$ cat src/rtl/alu_op_sequencer.sv
// Bus-ALU control sequencer: accepts one reg-to-reg instruction, then sequences operand fetch and writeback.
// Latency: done 4 cycles after the accept cycle (3 for NOT). Backpressure: instr_ready low while an instruction is in flight.
module alu_op_sequencer #(
    parameter int NUM_REGS = 8,
    parameter int SEL_W    = 4
) (
    input  logic                clk,
    input  logic                reset,
    input  logic                instr_valid,
    output logic                instr_ready,
    input  logic [15:0]         instr,
    output logic [NUM_REGS-1:0] reg_out_en,
    output logic [NUM_REGS-1:0] reg_in_en,
    output logic                alu_latch1_en,
    output logic                alu_latch2_en,
    output logic [3:0]          alu_ctrl,
    output logic                alu_out_en,
    output logic                busy,
    output logic                done,
    output logic                err,
    output logic [15:0]         op_count
);

    typedef enum logic [1:0] {
        IDLE,
        FETCH_A,
        FETCH_B,
        EXEC
    } state_t;

    localparam logic [3:0] OP_NOT = 4'd3;

    state_t           state;
    logic [3:0]       op_q;
    logic [SEL_W-1:0] dest_q;
    logic [SEL_W-1:0] srca_q;
    logic [SEL_W-1:0] srcb_q;

    logic [3:0]       in_op;
    logic [SEL_W-1:0] in_dest;
    logic [SEL_W-1:0] in_srca;
    logic [SEL_W-1:0] in_srcb;
    logic             in_legal;

    function automatic logic [NUM_REGS-1:0] onehot(input logic [SEL_W-1:0] sel);
        logic [NUM_REGS-1:0] v;
        v = '0;
        for (int i = 0; i < NUM_REGS; i++) begin
            if (i == int'(sel)) begin
                v[i] = 1'b1;
            end
        end
        return v;
    endfunction

    function automatic logic sel_ok(input logic [SEL_W-1:0] sel);
        return int'(sel) < NUM_REGS;
    endfunction

    assign in_op   = instr[15:12];
    assign in_dest = instr[11:8];
    assign in_srca = instr[7:4];
    assign in_srcb = instr[3:0];

    // srcB is a don't-care for NOT, so an out-of-range value there is not an error
    assign in_legal = (in_op != 4'd0) && (in_op <= 4'd7) &&
                      sel_ok(in_dest) && sel_ok(in_srca) &&
                      ((in_op == OP_NOT) || sel_ok(in_srcb));

    // Outputs are registered for the state being entered, so nothing on instr reaches a bus enable combinationally
    always_ff @(posedge clk or posedge reset) begin
        if (reset) begin
            state         <= IDLE;
            op_q          <= '0;
            dest_q        <= '0;
            srca_q        <= '0;
            srcb_q        <= '0;
            instr_ready   <= 1'b0;
            reg_out_en    <= '0;
            reg_in_en     <= '0;
            alu_latch1_en <= 1'b0;
            alu_latch2_en <= 1'b0;
            alu_ctrl      <= '0;
            alu_out_en    <= 1'b0;
            busy          <= 1'b0;
            done          <= 1'b0;
            err           <= 1'b0;
            op_count      <= '0;
        end else begin
            reg_out_en    <= '0;
            reg_in_en     <= '0;
            alu_latch1_en <= 1'b0;
            alu_latch2_en <= 1'b0;
            alu_out_en    <= 1'b0;
            done          <= 1'b0;
            err           <= 1'b0;

            case (state)
                IDLE: begin
                    instr_ready <= 1'b1;
                    busy        <= 1'b0;
                    alu_ctrl    <= '0;
                    if (instr_valid && instr_ready) begin
                        op_q   <= in_op;
                        dest_q <= in_dest;
                        srca_q <= in_srca;
                        srcb_q <= in_srcb;
                        if (in_legal) begin
                            state         <= FETCH_A;
                            instr_ready   <= 1'b0;
                            busy          <= 1'b1;
                            alu_ctrl      <= in_op;
                            reg_out_en    <= onehot(in_srca);
                            alu_latch1_en <= 1'b1;
                        end else begin
                            err <= 1'b1;
                        end
                    end
                end

                FETCH_A: begin
                    if (op_q == OP_NOT) begin
                        state      <= EXEC;
                        alu_out_en <= 1'b1;
                        reg_in_en  <= onehot(dest_q);
                    end else begin
                        state         <= FETCH_B;
                        reg_out_en    <= onehot(srcb_q);
                        alu_latch2_en <= 1'b1;
                    end
                end

                FETCH_B: begin
                    state      <= EXEC;
                    alu_out_en <= 1'b1;
                    reg_in_en  <= onehot(dest_q);
                end

                EXEC: begin
                    state       <= IDLE;
                    instr_ready <= 1'b1;
                    busy        <= 1'b0;
                    alu_ctrl    <= '0;
                    done        <= 1'b1;
                    op_count    <= op_count + 16'd1;
                end

                default: begin
                    state       <= IDLE;
                    instr_ready <= 1'b1;
                    busy        <= 1'b0;
                    alu_ctrl    <= '0;
                end
            endcase
        end
    end

endmodule
$ cat config.mk
export PLATFORM = sky130hd
export DESIGN_NAME = alu_op_sequencer
export DESIGN_NICKNAME = d
export VERILOG_FILES = /design/src/rtl/alu_op_sequencer.sv
export SDC_FILE = /design/constraint.sdc
export NUM_CORES = 1
export LEC_CHECK = 0
export CAP_MARGIN = 20
export CORE_UTILIZATION = 50
export DETAILED_ROUTE_END_ITERATION = 16
export DONT_BUFFER_PORTS = 1
export GPL_TIMING_DRIVEN = 1
export SYNTH_ARGS = -nofsm -noshare
export SYNTH_HDL_FRONTEND = slang
export SYNTH_SLANG_ARGS = --single-unit
export TNS_END_PERCENT = 50
$ cat constraint.sdc
create_clock -name clk -period 1.95 [get_ports clk]
set_input_delay 0.195 -clock clk [delete_from_list [all_inputs] [get_ports clk]]
set_output_delay 0.195 -clock clk [all_outputs]
set_load 0.01 [all_outputs]
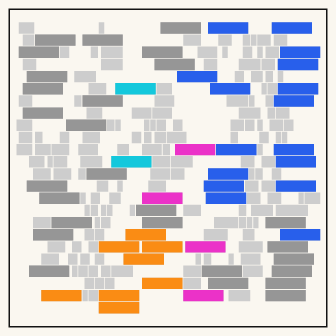
*Where the registers sit*
[orange] reg_out_en | flops: 8 | where: south
[magenta] dest_q | flops: 4
[cyan] state | flops: 2
[blue] op_count | flops: 16

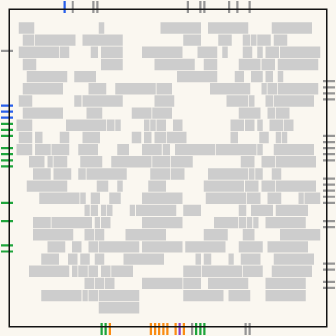
*Pin map*
Pins as bars across the die edge, other pins in grey.
[green] instr | pins: 16 | direction: input | edge: 11 west, 5 south
[purple] err | pins: 1 | direction: output | edge: south
[blue] alu_ctrl | pins: 4 | direction: output | edge: 3 west, 1 north
[orange] reg_out_en | pins: 8 | direction: output | edge: south
all pins by edge: 20 east, 17 south, 15 west, 10 north

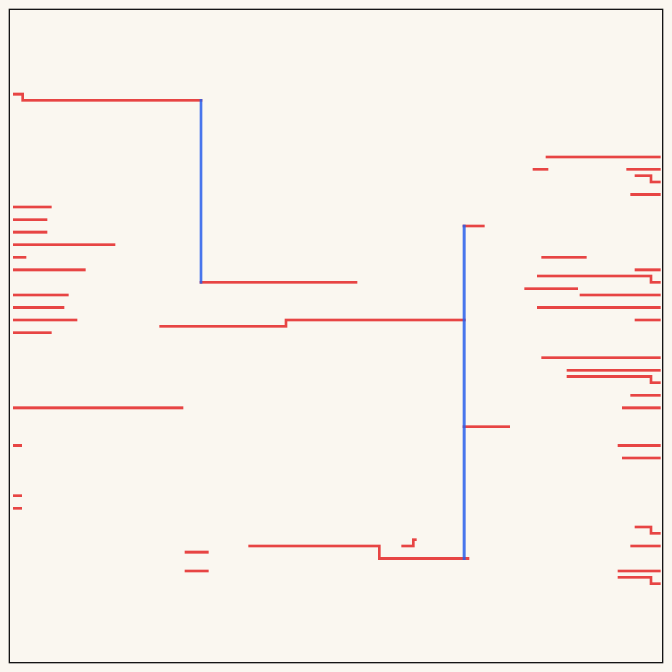
*Signal wires by layer*
Two of the layers only.
[blue] M4 | wire length: 55.8 um
[red] M3 | wire length: 319 um

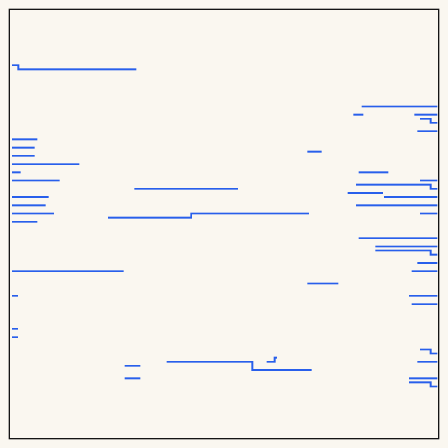
*Met3 routing*
nets with wire on the layer: 40
wire length on this layer: 319 um
share of all routed wire: 7.5%

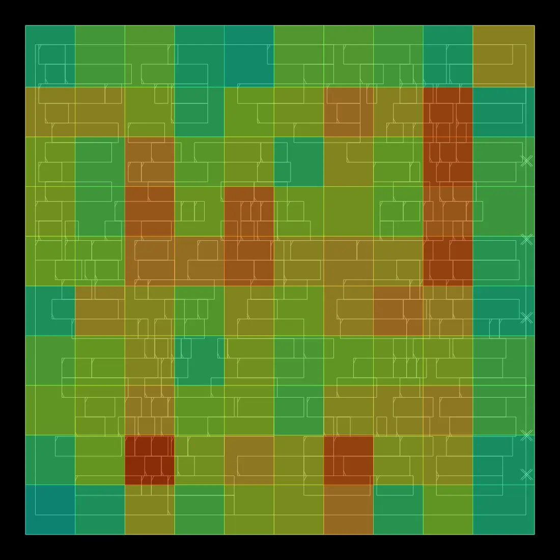
*Routing congestion*
GRT Max-Usage Layer: met2
met3 Track Usage GR: 7.69%
met2 usage: 32.3%

==> results_dict.tcl <==
# place-and-route summary
set metrics [dict create \
    wl_per_cell_um 16.5 \
    ctsHtreeMaxLevel 3 \
    route.top_layer_used "met4" \
    finClkSkew_ns 0.00791 \
    cts_tree "yes" \
    yosys_area_sq_mm 0.00236 \
    cts_hold_buffers 4 \
    power.leakage_nw 1.26 \
    pre_cts_ws_ns 0.204 \
    worst_slack_ns 0.197 \
    status "finished with violations" \
    cts_root_buf "clkbuf_8" \
    wl_met2_um 2100 \
    drtIter0Drc 105 \
    ys_sh_aoi_pct 5.68 \
    yosys-stat-cells 186 \
    r2r-start "state[0]" \
    vias 1464 \
    pin_count 62 \
    ys.flops 57 \
    violations "design-rule violations" \
    cap_violations 0 \
    grt_pass1_vias 1521 \
    route.detailed.drc 10 \
    warning_count 30 \
    finalInstanceArea_sq_mm 0.00267 \
]
where the power goes:
| group | internal, mW | switching [mW] | total (mW) | leakage (nW) |
|---|---|---|---|---|
| clock network | 0.524 | 0.421 | 0.945 | 0.0932 |
| logic | 0.445 | 0.408 | 0.852 | 0.423 |
| registers | 1.46 | 0.337 | 1.80 | 0.747 |
| total | 2.43 | 1.17 | 3.60 | 1.26 |
routing by layer:
metal  global-route usage (%)  vias up
li1                         -      670
met4                     8.00        0
met3                     7.69        6
met1                     23.0      729
met2                     32.3       59
met5                        0        -
cell type report:
class	count	area [sq um]
fill	373	1770
timing repair buffer	11	110
tap	52	65.1
clock buffer	13	159
sequential	57	1430
inverter	8	30.0
multi-input combinational	114	866
clock inverter	3	15.0
worst min-delay path by stage:
stage	start	cells after the start	slack, ns	end
after floorplan	instr[13]	1	0.32	alu_ctrl[1]
after global routing	instr[12]	1	0.0003	op_q[0]
final	instr[1]	1	0.02	srcb_q[1]
after CTS	instr[15]	1	0.002	op_q[3]
after global placement	reset	1	0.12	dest_q[0]
after detailed placement	reset	1	0.14	dest_q[0]
cells in the final DEF, fill, tap and decap left out, drive strengths merged, types with 2 or more instances in the layout:
| cell | n |
|---|---|
| and4bb | 2 |
| inv | 8 |
| o21ai | 2 |
| mux2 | 13 |
| nand2 | 12 |
| a22o | 3 |
| nor4b | 3 |
| nor4 | 2 |
| dlygate4sd3 | 6 |
| clkinv | 3 |
| nand4 | 6 |
| nor3 | 3 |
| nand2b | 5 |
| nor2 | 8 |
| nor2b | 4 |
| ha | 6 |
| xor2 | 6 |
| dfrtp | 57 |
| xnor2 | 9 |
| or2 | 2 |
| clkbuf | 13 |
| buf | 5 |
| a21oi | 2 |
| nand3 | 7 |
| o22ai | 8 |
No activity file was given, so power comes from the tool's default toggle rates.
